### config.mk
export PLATFORM = sky130hd
export DESIGN_NAME = seq_muldiv_unit
export DESIGN_NICKNAME = d
export VERILOG_FILES = /design/src/rtl/seq_muldiv_unit.sv
export SDC_FILE = /design/constraint.sdc
export NUM_CORES = 1
export LEC_CHECK = 0
export ABC_AREA = 1
export CAP_MARGIN = 20
export CELL_PAD_IN_SITES_DETAIL_PLACEMENT = 1
export CELL_PAD_IN_SITES_GLOBAL_PLACEMENT = 1
export CORE_ASPECT_RATIO = 1.4
export CORE_MARGIN = 3
export CORE_UTILIZATION = 38
export CTS_CLUSTER_DIAMETER = 60
export DETAILED_ROUTE_END_ITERATION = 16
export PLACE_DENSITY = 0.81
export RECOVER_POWER = 25
export REMOVE_ABC_BUFFERS = 1
export SYNTH_ARGS = -nofsm -noshare
export SYNTH_HDL_FRONTEND = slang
export SYNTH_SLANG_ARGS = --single-unit
### constraint.sdc
create_clock -name clk -period 2 [get_ports clk]
set_input_delay 0.4 -clock clk [delete_from_list [all_inputs] [get_ports clk]]
set_output_delay 0.4 -clock clk [all_outputs]
set_load 0.01 [all_outputs]
### src/rtl/seq_muldiv_unit.sv
// Iterative unsigned arithmetic unit: add, sub, shift-add multiply and
// restoring divide. The operation is launched with start, busy covers the
// whole operation, and done pulses for one cycle when the result is valid.
module seq_muldiv_unit #(
    parameter int WIDTH = 8
) (
    input  logic                 clk,
    input  logic                 reset,
    input  logic                 start,
    input  logic [1:0]           op,
    input  logic [WIDTH-1:0]     a,
    input  logic [WIDTH-1:0]     b,
    output logic                 busy,
    output logic                 done,
    output logic [2*WIDTH-1:0]   result,
    output logic [WIDTH-1:0]     remainder,
    output logic                 div_by_zero
);

    localparam int CW = $clog2(WIDTH + 1);

    localparam logic [1:0] OP_ADD = 2'b00;
    localparam logic [1:0] OP_SUB = 2'b01;
    localparam logic [1:0] OP_MUL = 2'b10;
    localparam logic [1:0] OP_DIV = 2'b11;

    typedef enum logic [1:0] {
        IDLE = 2'b00,
        RUN  = 2'b01,
        DONE = 2'b10
    } state_t;

    state_t state_reg, state_next;

    logic [1:0]         op_reg;
    logic [CW-1:0]      count_reg;
    logic [2*WIDTH-1:0] acc_reg;
    logic [2*WIDTH-1:0] mcand_reg;
    logic [WIDTH-1:0]   mplier_reg;
    logic [WIDTH-1:0]   rem_reg;
    logic [WIDTH-1:0]   quot_reg;
    logic [WIDTH-1:0]   divisor_reg;
    logic [2*WIDTH-1:0] result_reg;
    logic [WIDTH-1:0]   remainder_reg;
    logic               dbz_reg;

    logic [2*WIDTH-1:0] acc_next;
    logic [WIDTH:0]     shifted_rem;
    logic [WIDTH-1:0]   rem_next;
    logic [WIDTH-1:0]   quot_next;
    logic               last_iter;
    logic               long_op;

    // One multiply / divide iteration computed from the current registers.
    // quot_reg starts out holding the dividend and shifts it out MSB-first
    // while quotient bits shift in from the bottom.
    always_comb begin
        acc_next    = mplier_reg[0] ? (acc_reg + mcand_reg) : acc_reg;
        shifted_rem = {rem_reg, quot_reg[WIDTH-1]};
        rem_next    = shifted_rem[WIDTH-1:0];
        quot_next   = {quot_reg[WIDTH-2:0], 1'b0};
        if (shifted_rem >= {1'b0, divisor_reg}) begin
            rem_next  = WIDTH'(shifted_rem - {1'b0, divisor_reg});
            quot_next = {quot_reg[WIDTH-2:0], 1'b1};
        end
        last_iter = (count_reg == CW'(1));
        long_op   = (op == OP_MUL) || ((op == OP_DIV) && (b != '0));
    end

    // State register.
    always_ff @(posedge clk) begin
        if (!reset) begin
            state_reg <= IDLE;
        end else begin
            state_reg <= state_next;
        end
    end

    // Next-state logic; start is only looked at in IDLE.
    always_comb begin
        state_next = state_reg;
        case (state_reg)
            IDLE: begin
                if (start) begin
                    state_next = long_op ? RUN : DONE;
                end
            end
            RUN: begin
                if (last_iter) begin
                    state_next = DONE;
                end
            end
            DONE:    state_next = IDLE;
            default: state_next = IDLE;
        endcase
    end

    // Datapath: latch operands on accept, iterate in RUN, hold otherwise.
    always_ff @(posedge clk) begin
        if (!reset) begin
            op_reg        <= '0;
            count_reg     <= '0;
            acc_reg       <= '0;
            mcand_reg     <= '0;
            mplier_reg    <= '0;
            rem_reg       <= '0;
            quot_reg      <= '0;
            divisor_reg   <= '0;
            result_reg    <= '0;
            remainder_reg <= '0;
            dbz_reg       <= 1'b0;
        end else begin
            case (state_reg)
                IDLE: begin
                    if (start) begin
                        op_reg        <= op;
                        count_reg     <= '0;
                        acc_reg       <= '0;
                        mcand_reg     <= {{WIDTH{1'b0}}, a};
                        mplier_reg    <= b;
                        rem_reg       <= '0;
                        quot_reg      <= a;
                        divisor_reg   <= b;
                        result_reg    <= '0;
                        remainder_reg <= '0;
                        dbz_reg       <= 1'b0;
                        case (op)
                            OP_ADD: result_reg <= {{WIDTH{1'b0}}, a} + {{WIDTH{1'b0}}, b};
                            OP_SUB: result_reg <= {{WIDTH{1'b0}}, a} - {{WIDTH{1'b0}}, b};
                            OP_MUL: count_reg  <= CW'(WIDTH);
                            default: begin
                                if (b == '0) begin
                                    result_reg    <= {{WIDTH{1'b0}}, {WIDTH{1'b1}}};
                                    remainder_reg <= a;
                                    dbz_reg       <= 1'b1;
                                end else begin
                                    count_reg <= CW'(WIDTH);
                                end
                            end
                        endcase
                    end
                end
                RUN: begin
                    count_reg <= count_reg - CW'(1);
                    if (op_reg == OP_MUL) begin
                        acc_reg    <= acc_next;
                        mcand_reg  <= {mcand_reg[2*WIDTH-2:0], 1'b0};
                        mplier_reg <= {1'b0, mplier_reg[WIDTH-1:1]};
                        if (last_iter) begin
                            result_reg <= acc_next;
                        end
                    end else begin
                        rem_reg  <= rem_next;
                        quot_reg <= quot_next;
                        if (last_iter) begin
                            result_reg    <= {{WIDTH{1'b0}}, quot_next};
                            remainder_reg <= rem_next;
                        end
                    end
                end
                default: ;
            endcase
        end
    end

    assign busy        = (state_reg != IDLE);
    assign done        = (state_reg == DONE);
    assign result      = result_reg;
    assign remainder   = remainder_reg;
    assign div_by_zero = dbz_reg;

endmodule

### I/O nets highlighted, run 1

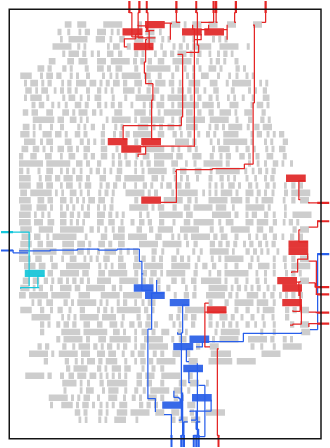
cyan -> div_by_zero  # bits 1, direction output, edge left, end cells 1, buffers 1, wire 40.5 um
blue -> remainder  # bits 8, direction output, edge 6 bottom, 1 left, 1 right, end cells 8, buffers 8, wire 395 um
red -> result  # bits 16, direction output, edge 9 top, 6 right, 1 bottom, end cells 16, buffers 16, wire 584 um
Top Ports: 48
IO buf count: 47

### Cell outlines without signal wires, run 1

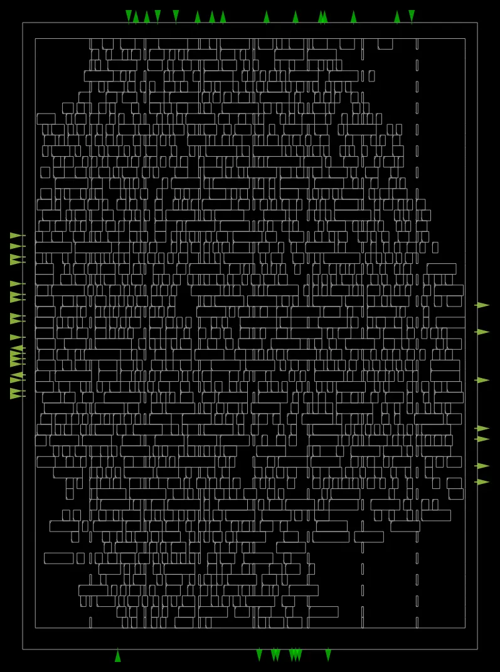
Flops: 97
fillers: 2,093
sequential share of cell area: 0.236
Core ar.: 16,300 um^2
Layout Utilization: 0.506

### Signal wires by layer, run 1

The bar under the picture is 20 um long.
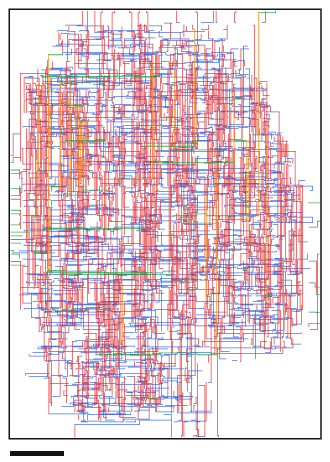
blue -> metal 1  # wire length 9,110 um
green -> metal 3  # wire length 679 um
orange -> metal 4  # wire length 1,170 um
red -> metal 2  # wire length 12,800 um
vias: 6,973
Routed WL: 23,800 um
GR Util All Layers: 0.256
Routed WL per cell: 18.5 um

==> flow_summary.yaml, run 1 <==
# synthesis and place-and-route metrics
outcome:
  outcome: "completed"
yosys:
  syn_avg_cell_area_um2: 6.60
  synth-main-ff-cell: "dfxtp_1"
  ys_top_cells_by_count: "250 x nand2_1, 111 x inv_1, 97 x dfxtp_1, 90 x a21oi_1, 81 x nand3_1"
  ys_ff: 97
  topCellsByArea: "dfxtp_1 31%, nand2_1 15%, ha_1 8.1%, a21oi_1 7.1%, inv_1 6.5%"
  synth.logic.top_family: "simple AND/OR/NAND/NOR gates"
  ys_seq_frac: 0.305
  yosys_cells: 964
  yosys_area_um2: 6360
  edf_count: 0
  synth-xor-area-share: 0.00964
  adder_share: 0.0932
  synth-compound-area-share: 0.192
  synth_cell_types: 43
  syn_area_um2: 6360
  top_area_frac: 0.305
  top_area_cell: "dfxtp_1"
  post-synth-top-count-cell: "nand2_1"
placement:
  dpl_worst_slack_ns: -0.647
  gp_congestion: 0.903
  hpwlAfterDp_um: 17600
  dpl_cell_area_um2: 7640
setup_path:
  crit_family: "simple AND/OR/NAND/NOR gates"
  crit_buf_inv: 0
  crit_path_end_kind: "flip-flop"
  slowest_stage: "fa_2"
  arrival_ns: 2.23
  worstReg2RegEnd: "acc_reg[4]$_SDFFE_PN0P_"
  cp_max_fo: 4
  reg2reg_depth: 9
  max_stage_delay_ns: 0.36
  path_cells: "ha_2 > fa_2 > nand3_1 > nand2_2 > xnor2_1 > nand2_1 > o21ai_0 > or2_2 > a21oi_2"
  r2r_slack_ns: 0.07
  critPathLaunchType: "flip-flop"
  crit_type: "flip-flop to flip-flop"
finish:
  num_antenna_cells: 0
  nets: 1148
  buffers: 146
  inv_count: 116
  nClkBuffers: 10
  fin_area_um2: 8250
  largest_class: "combinational gates"
  seq_area_um2: 1950
  final_common_cell: "nand2_1"
  num-multi-input-gates: 712
  clk_share: 0.0353
  layout-drive-gt1-share: 0.201
  layout_top_cells: "238 x nand2_1, 97 x inv_1, 93 x dfxtp_1, 88 x buf_4, 79 x a21oi_1"
  sh_comb_area: 0.489
timing:
  skew_ns: 0.00917
  hold_violations: 0
  worst_pin_slew_ns: 0.803
  maxSlewViolCount: 0
  slew_headroom: 0.464
  post-route-min-period_ns: 1.93
  fin_setup_tns_ns: 0
  fin_crit_sh: 0.966
  setup_slack_ns: 0.0686
  fmax_ghz: 0.518
global_routing:
  overflow: 0
  grt_max_degree: 65
  grt_pass1_vias: 7364
  antenna_found_initial: 0
floorplan:
  fp_util: 0.390
  die_area_um2: 18400
  die_x_um: 115
  taps: 199
job:
  cap_viol_max_count: 0
power_and_ir_drop:
  power.density_nw_per_um2: 762
  leakage_nw: 3.87
  vdd_drop_max_mv: 0.356
clock_tree:
  clk_pin_slew_ns: 0.08
  insertion_delay_ns: 0.36
  cts_made_buffers: 9
  clock-root-buffer: "clkbuf_16"
  cts_tree: "built"
  cts_max_level: 3
  hold_buffers: 0
  clock-sinks: 97
  ctsLongestPathBuffers: 2
  cts_resized: 31
drt:
  drt_pass1_iterations: 4
  via_per_inst: 5.42
  drc_errors: 0
hold_path:
  worstHoldStart: "divisor_reg[3]$_SDFFE_PN0P_"
  min_path_type: "flip-flop to flip-flop"
  hold_end: "divisor_reg[3]$_SDFFE_PN0P_"
  whs_path_depth: 2
-- run 1: worst max-delay path by stage --
stage                         startpoint                         to  slack [ns]  cells after the start
6_report         acc_reg[0]$_SDFFE_PN0P_    acc_reg[4]$_SDFFE_PN0P_        0.07                      9
5_1_grt                             b[1]     result[4]$_SDFFE_PN0P_       -0.07                     15
4_1_cts                             a[1]     result[7]$_SDFFE_PN0P_      -0.002                     15
3_5_place_dp                        a[0]    result[11]$_SDFFE_PN0P_       -0.65                     15
3_3_place_gp                        a[0]    result[12]$_SDFFE_PN0P_       -0.58                     15
2_1_floorplan  state_reg[1]$_SDFFE_PN0P_  mcand_reg[6]$_SDFFE_PN0P_       -0.28                      7
-- run 1: worst register-to-register path, cell delays in order, from the launching register on --
cell and delay [ns]:
dfxtp_1 0.34, ha_2 0.20, fa_2 0.36, nand3_1 0.10
nand2_2 0.11, xnor2_1 0.16, nand2_1 0.06, o21ai_0 0.11
or2_2 0.30, a21oi_2 0.13
-- run 1: per-stage QoR --
step / cells / utilization
floorplan: 925 / -
global placement: 1263 / 0.469
detailed placement: 1263 / 0.469
CTS: 1282 / 0.494
global route: 1286 / 0.506
finish: 1286 / 0.506
-- run 1: metal layers --
metal	vias up	part of all wire	track usage
li1	3417	-	-
met1	3348	0.38	0.277
met2	142	0.54	0.475
met3	66	0.028	0.0369
met4	0	0.049	0.119
met5	-	0	0
-- run 1: kinds of logic after synthesis --
| logic type | count (synthesis) |
|---|---|
| fa+ha+maj | 45 |
| flops | 97 |
| xor+xnor | 7 |
| buf+inv | 155 |
| simple gates | 440 |
| compound gates | 220 |
-- run 1: power breakdown --
part / internal [mW] / switching, mW / total, mW
clock network: 0.879 / 0.884 / 1.76
registers: 2.13 / 0.146 / 2.27
logic: 0.925 / 1.32 / 2.25
--- run 2 (diff from run 1) ---
Settings changed: SKIP_LAST_GASP from default to 1.
### Signal wires by layer, run 2

The bar under the picture is 20 um long.
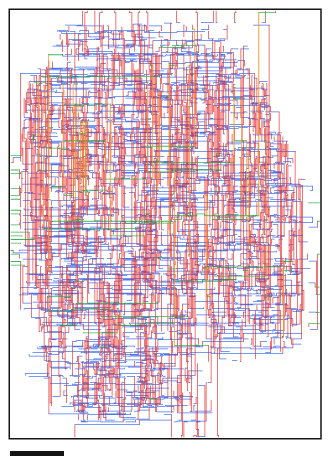
Routed WL per cell: 18.6 um
vias: 6,994
Routed WL: 23,900 um

==> run 2 against run 1 <==
Clock skew about the same. Largest power group unchanged. Wire length up 0.49%. Worst hold slack about the same.
==> flow_summary.yaml, run 2 <==
# synthesis and place-and-route metrics
setup_path:
  slowest_stage: "dfxtp_1"
  worstReg2RegEnd: "result[11]$_SDFFE_PN0P_"
  crit_buf_inv: 1
  worst-path-stages: 11
  crit_family: "simple AND/OR/NAND/NOR gates"
  crit_path_end_kind: "flip-flop"
  max_stage_delay_ns: 0.40
  crit_type: "flip-flop to flip-flop"
  arrival_ns: 2.13
  critPathLaunchType: "flip-flop"
  reg2reg_depth: 11
  r2r_slack_ns: 0.12
  cp_max_fo: 5
  crit_path_start: "mcand_reg[6]$_SDFFE_PN0P_"
  path_cells: "ha_1 > nand2_1 > inv_1 > a21oi_2 > nand2_2 > nand2_1 > nand2_1 > nand2_1 > nand2_1 > o21ai_1 > a21oi_1"
placement:
  gp_congestion: 0.903
  dpl.cell_count: 1263
  dpl_worst_slack_ns: -0.647
  dpl_cell_area_um2: 7640
  hpwlAfterDp_um: 17600
yosys:
  yosys_cells: 964
  ys_top_cells_by_count: "250 x nand2_1, 111 x inv_1, 97 x dfxtp_1, 90 x a21oi_1, 81 x nand3_1"
  edf_count: 0
  post-synth-top-count-cell: "nand2_1"
  topCellsByArea: "dfxtp_1 31%, nand2_1 15%, ha_1 8.1%, a21oi_1 7.1%, inv_1 6.5%"
  ys_seq_frac: 0.305
  syn_area_um2: 6360
  ys_ff: 97
  top_area_cell: "dfxtp_1"
  yosys_area_um2: 6360
  syn_avg_cell_area_um2: 6.60
  synth-main-ff-cell: "dfxtp_1"
  synth_cell_types: 43
outcome:
  outcome: "completed"
floorplan:
  io_pins: 48
  die_area_um2: 18400
  fp_util: 0.390
  die_x_um: 115
  design.core.area_um2: 16300
finish:
  fin_area_um2: 8270
  final_core_util: 0.507
  num_antenna_cells: 0
  nets: 1150
  layout-drive-gt1-share: 0.202
  layout_top_cells: "239 x nand2_1, 97 x inv_1, 94 x dfxtp_1, 89 x buf_4, 80 x a21oi_1"
  final_common_cell: "nand2_1"
clock_tree:
  insertion_delay_ns: 0.36
  cts_tree: "built"
  clk_pin_slew_ns: 0.08
  clock-sinks: 97
  ctsLongestPathBuffers: 2
  cts_made_buffers: 9
  clock-root-buffer: "clkbuf_16"
hold_path:
  worstHoldStart: "divisor_reg[3]$_SDFFE_PN0P_"
  hold_end: "divisor_reg[3]$_SDFFE_PN0P_"
  whs_path_depth: 2
drt:
  drc_errors: 0
  drt_pass1_iterations: 4
global_routing:
  overflow: 0
  top_usage_layer: "met2"
  grt_max_degree: 65
  antenna_found_initial: 0
  grt_pass1_vias: 7364
  global_route.usage.met1: 0.277
  grt_util_met2: 0.475
  grt.total_usage: 0.256
timing:
  skew_ns: 0.00911
  slew_headroom: 0.452
  fin_crit_sh: 0.941
  hold_violations: 0
  fmax_ghz: 0.532
  post-route-min-period_ns: 1.88
  setup_slack_ns: 0.119
power_and_ir_drop:
  power.density_nw_per_um2: 760
job:
  cap_viol_max_count: 0
==> run 2: cell counts after synthesis <==
Identical to the previous run, type by type.
==> run 2: logic make-up (layout without fill, tap and decap cells) <==
logic type                 after synthesis  after routing  synth area share
AOI/OAI and AO/OA                      220            220             0.192
xor gates and xnor gates                 7              7           0.00964
adders and majority gates               45             45            0.0932
buffers and inverters                  155            280            0.0983
DFF                                     97             97             0.305
and+or+nand+nor                        440            440             0.302
==> run 2: worst max path at each step <==
stage / to
after global placement: result[12]$_SDFFE_PN0P_
after CTS: result[11]$_SDFFE_PN0P_
after floorplan: mcand_reg[6]$_SDFFE_PN0P_
after detailed placement: result[11]$_SDFFE_PN0P_
after global routing: result[11]$_SDFFE_PN0P_
final: result[11]$_SDFFE_PN0P_
==> run 2: what timing repair did <==
action                                  in CTS  in global routing
setup buffers                                3                  5
cloned                                       0                  1
endpoints found under the setup margin      18                 39
pin swaps                                    7                 13
gates resized                               30                 73
==> run 2: layout make-up <==
cell class / count / area share
clock inverter: 6 / 0.00757
timing repair buffer: 148 / 0.157
sequential: 97 / 0.235
multi-input combinational: 712 / 0.489
clock buffer: 10 / 0.0277
inverter: 116 / 0.0533
tap: 199 / 0.0301
==> run 2: report_power, final <==
| part | total, mW | internal [mW] | switching [mW] |
|---|---|---|---|
| clock | 1.76 | 0.879 | 0.880 |
| combinational | 2.25 | 0.926 | 1.32 |
| sequential | 2.28 | 2.13 | 0.148 |
==> run 2: metal layers <==
| metal | wire (um) | part of all wire | vias up |
|---|---|---|---|
| li1 | - | - | 3423 |
| met1 | 9170 | 0.38 | 3353 |
| met2 | 12800 | 0.54 | 151 |
| met3 | 755 | 0.032 | 67 |
| met4 | 1170 | 0.049 | 0 |
| met5 | 0 | 0 | - |
--- run 3 (diff from run 2) ---
Settings changed: CORE_UTILIZATION 38 to 30, PLACE_DENSITY 0.81 to 0.68, SETUP_SLACK_MARGIN from default to 0.2, SLEW_MARGIN from default to 20.
### Signal wires by layer, run 3

The bar under the picture is 50 um long.
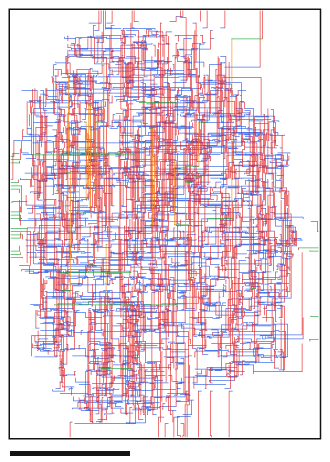
vias: 6,998
GR Util All Layers: 0.203
Routed WL per cell: 17.3 um

==> run 3 against run 2 <==
Clock skew grew 0.0042 ns. Non-clock buffer count up 9. Cell area grew 7.2%. Worst setup slack better by 0.10 ns. Largest cell class unchanged. Largest power group is now combinational cells.
==> flow_summary.yaml, run 3 <==
# synthesis and place-and-route metrics
setup_path:
  reg2reg_depth: 12
  crit_path_end_kind: "flip-flop"
  max_stage_delay_ns: 0.53
  crit_type: "input pin to flip-flop"
  cp_max_fo: 28
  arrival_ns: 2.03
  critPathLaunchType: "input pin"
  path_cells: "dlygate4sd3_1 > nand2_1 > inv_1 > clkbuf_1 > nor2_2 > inv_1 > buf_12 > o21ai_0 > a31oi_1"
  crit_top_cell: "inv_1"
  required_ns: 2.25
  slowest_stage: "dlygate4sd3_1"
drt:
  initialDrtViolationCount: 227
  drt_pass1_iterations: 4
  wl_met1_um: 9570
  drt_wl_total_um: 23500
  via_per_inst: 5.16
  drt.antenna.violating_nets: 0
  top_layer_used: "met4"
  routed-wl-met2_um: 12700
  drc_errors: 0
  met3WireLength_um: 506
timing:
  worst_pin_slew_ns: 0.799
  rsz0062_at_grt: "yes"
  slew_headroom: 0.467
  maxSlewViolCount: 0
  skew_ns: 0.0133
  hold_violations: 0
  fin_crit_sh: 0.889
  fmax_ghz: 0.563
  post-route-min-period_ns: 1.78
  finalSetupViolations: 0
finish:
  final_core_util: 0.428
  fillers: 2582
  synthToLayoutAreaGrowth_pct: 39.3
  fin_cells: 1355
  final_common_cell: "nand2_1"
  fin_area_um2: 8860
  num_antenna_cells: 0
  layout_top_cells: "222 x nand2_1, 94 x buf_4, 93 x inv_1, 77 x dfxtp_1, 72 x o21ai_0"
  layout-drive-gt1-share: 0.279
  nets: 1160
clock_tree:
  cts_made_buffers: 9
  cts_tree: "built"
  clock-root-buffer: "clkbuf_16"
  hold_buffers: 0
  clk_pin_slew_ns: 0.08
  cts_max_level: 3
  insertion_delay_ns: 0.37
  ctsLongestPathBuffers: 2
  clock-sinks: 97
global_routing:
  overflow: 0
  antenna_found_initial: 0
  top_usage_layer: "met2"
  gr-usage-met3: 0.0240
  grt_pass1_vias: 7128
  grt_util_met2: 0.384
  grt_max_degree: 34
  grt_first_pass_wirelength_um: 36700
  global_route.usage.met1: 0.231
yosys:
  edf_count: 0
  synth-main-ff-cell: "dfxtp_1"
  topCellsByArea: "dfxtp_1 31%, nand2_1 15%, ha_1 8.1%, a21oi_1 7.1%, inv_1 6.5%"
  synthArstFlopShare: 0
  yosys_cells: 964
  post-synth-top-count-cell: "nand2_1"
  syn_area_um2: 6360
  yosys_area_um2: 6360
  synth_cells: 964
  top_area_frac: 0.305
  ys_top_cells_by_count: "250 x nand2_1, 111 x inv_1, 97 x dfxtp_1, 90 x a21oi_1, 81 x nand3_1"
  top_area_cell: "dfxtp_1"
  yosysWarnings: 0
  ys_seq_frac: 0.305
  synth_cell_types: 43
  syn_avg_cell_area_um2: 6.60
  ys_ff: 97
power_and_ir_drop:
  design_power_total_mw: 6.58
  switching_share: 0.380
  clkPwrFrac: 0.290
  power.density_nw_per_um2: 743
  p_clk_mw: 1.91
  p_switching_mw: 2.50
  power_frac_seq: 0.349
  vdd_drop_max_mv: 0.499
  pg_seq_mw: 2.30
  powerComb_mw: 2.38
  p_int_mw: 4.08
  leakage_nw: 3.94
  power_frac_comb: 0.361
  top_power_group: "combinational cells"
job:
  log.warning_count: 36
  cap_viol_max_count: 0
placement:
  dpl_cell_area_um2: 7710
  hpwlAfterDp_um: 17400
  dpl.cell_count: 1317
  gp_congestion: 0.940
  port_buffers: 47
floorplan:
  die_area_um2: 23000
  fp_util: 0.307
  die_x_um: 129
  design.core.area_um2: 20700
  rows: 62
  io_pins: 48
  die_h_um: 178
hold_path:
  whs_path_depth: 2
  min_path_type: "flip-flop to flip-flop"
outcome:
  outcome: "completed"
## run 3: cell counts after synthesis
Identical to the previous run, type by type.
## run 3: final cells by class
class                      instances  area, um^2  area share
clock buffer                       9         225      0.0254
timing repair buffer             157        1340       0.151
multi-input combinational        713        4460       0.503
tap                              256         320      0.0361
sequential                        97        1970       0.222
clock inverter                     7        98.8      0.0112
inverter                         116         448      0.0505
## run 3: through the flow
stage | setup WS, ns | setup TNS [ns] | hold slack, ns
final | 0.223 | 0 | 0.470
after global routing | 0.0910 | 0 | 0.487
after CTS | 0.168 | 0 | 0.468
after detailed placement | -0.644 | -11.45 | 0.451
after global placement | -0.584 | -10.20 | 0.442
after floorplan | -0.282 | -5.10 | 0.433
## run 3: worst paths after layout
path	from	endpoint	slack [ns]
worst max register to register	mcand_reg[0]$_SDFFE_PN0P_	result[8]$_SDFFE_PN0P_	0.24
worst max-delay path	start	mcand_reg[7]$_SDFFE_PN0P_	0.22
worst min register to register	count_reg[3]$_SDFFE_PN0P_	count_reg[3]$_SDFFE_PN0P_	0.47
worst min-delay path	count_reg[3]$_SDFFE_PN0P_	count_reg[3]$_SDFFE_PN0P_	0.47
## run 3: timing repair
item | in CTS | in global routing
cloned | 1 | 0
pin swaps | 31 | 38
gates resized | 127 | 89
endpoints found under the setup margin | 45 | 47
buffers inserted | 14 | 7
## run 3: cell families after synthesis
| kind of cell | after synthesis | share of synthesized area |
|---|---|---|
| compound gates | 220 | 0.192 |
| xor+xnor | 7 | 0.00964 |
| fa+ha+maj | 45 | 0.0932 |
| buf+inv | 155 | 0.0983 |
| flops | 97 | 0.305 |
| simple gates | 440 | 0.302 |
## run 3: critical path, delay by kind of cell
kind            cells  cell delay [ns]
buf+inv             5             1.10
simple gates        2             0.29
compound gates      2             0.24

==> layout pictures side by side <==
Pin map.
Pins as bars across the die edge, other pins in gray.
shot_01.png
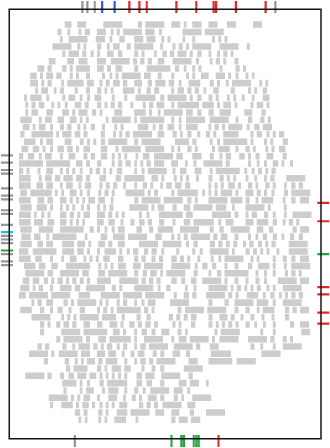
shot_02.png
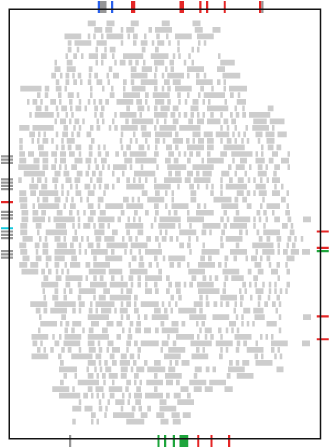
shot_01.png comes from run 2.
shot_02.png comes from run 3.

Power and IR drop assume default switching activity.
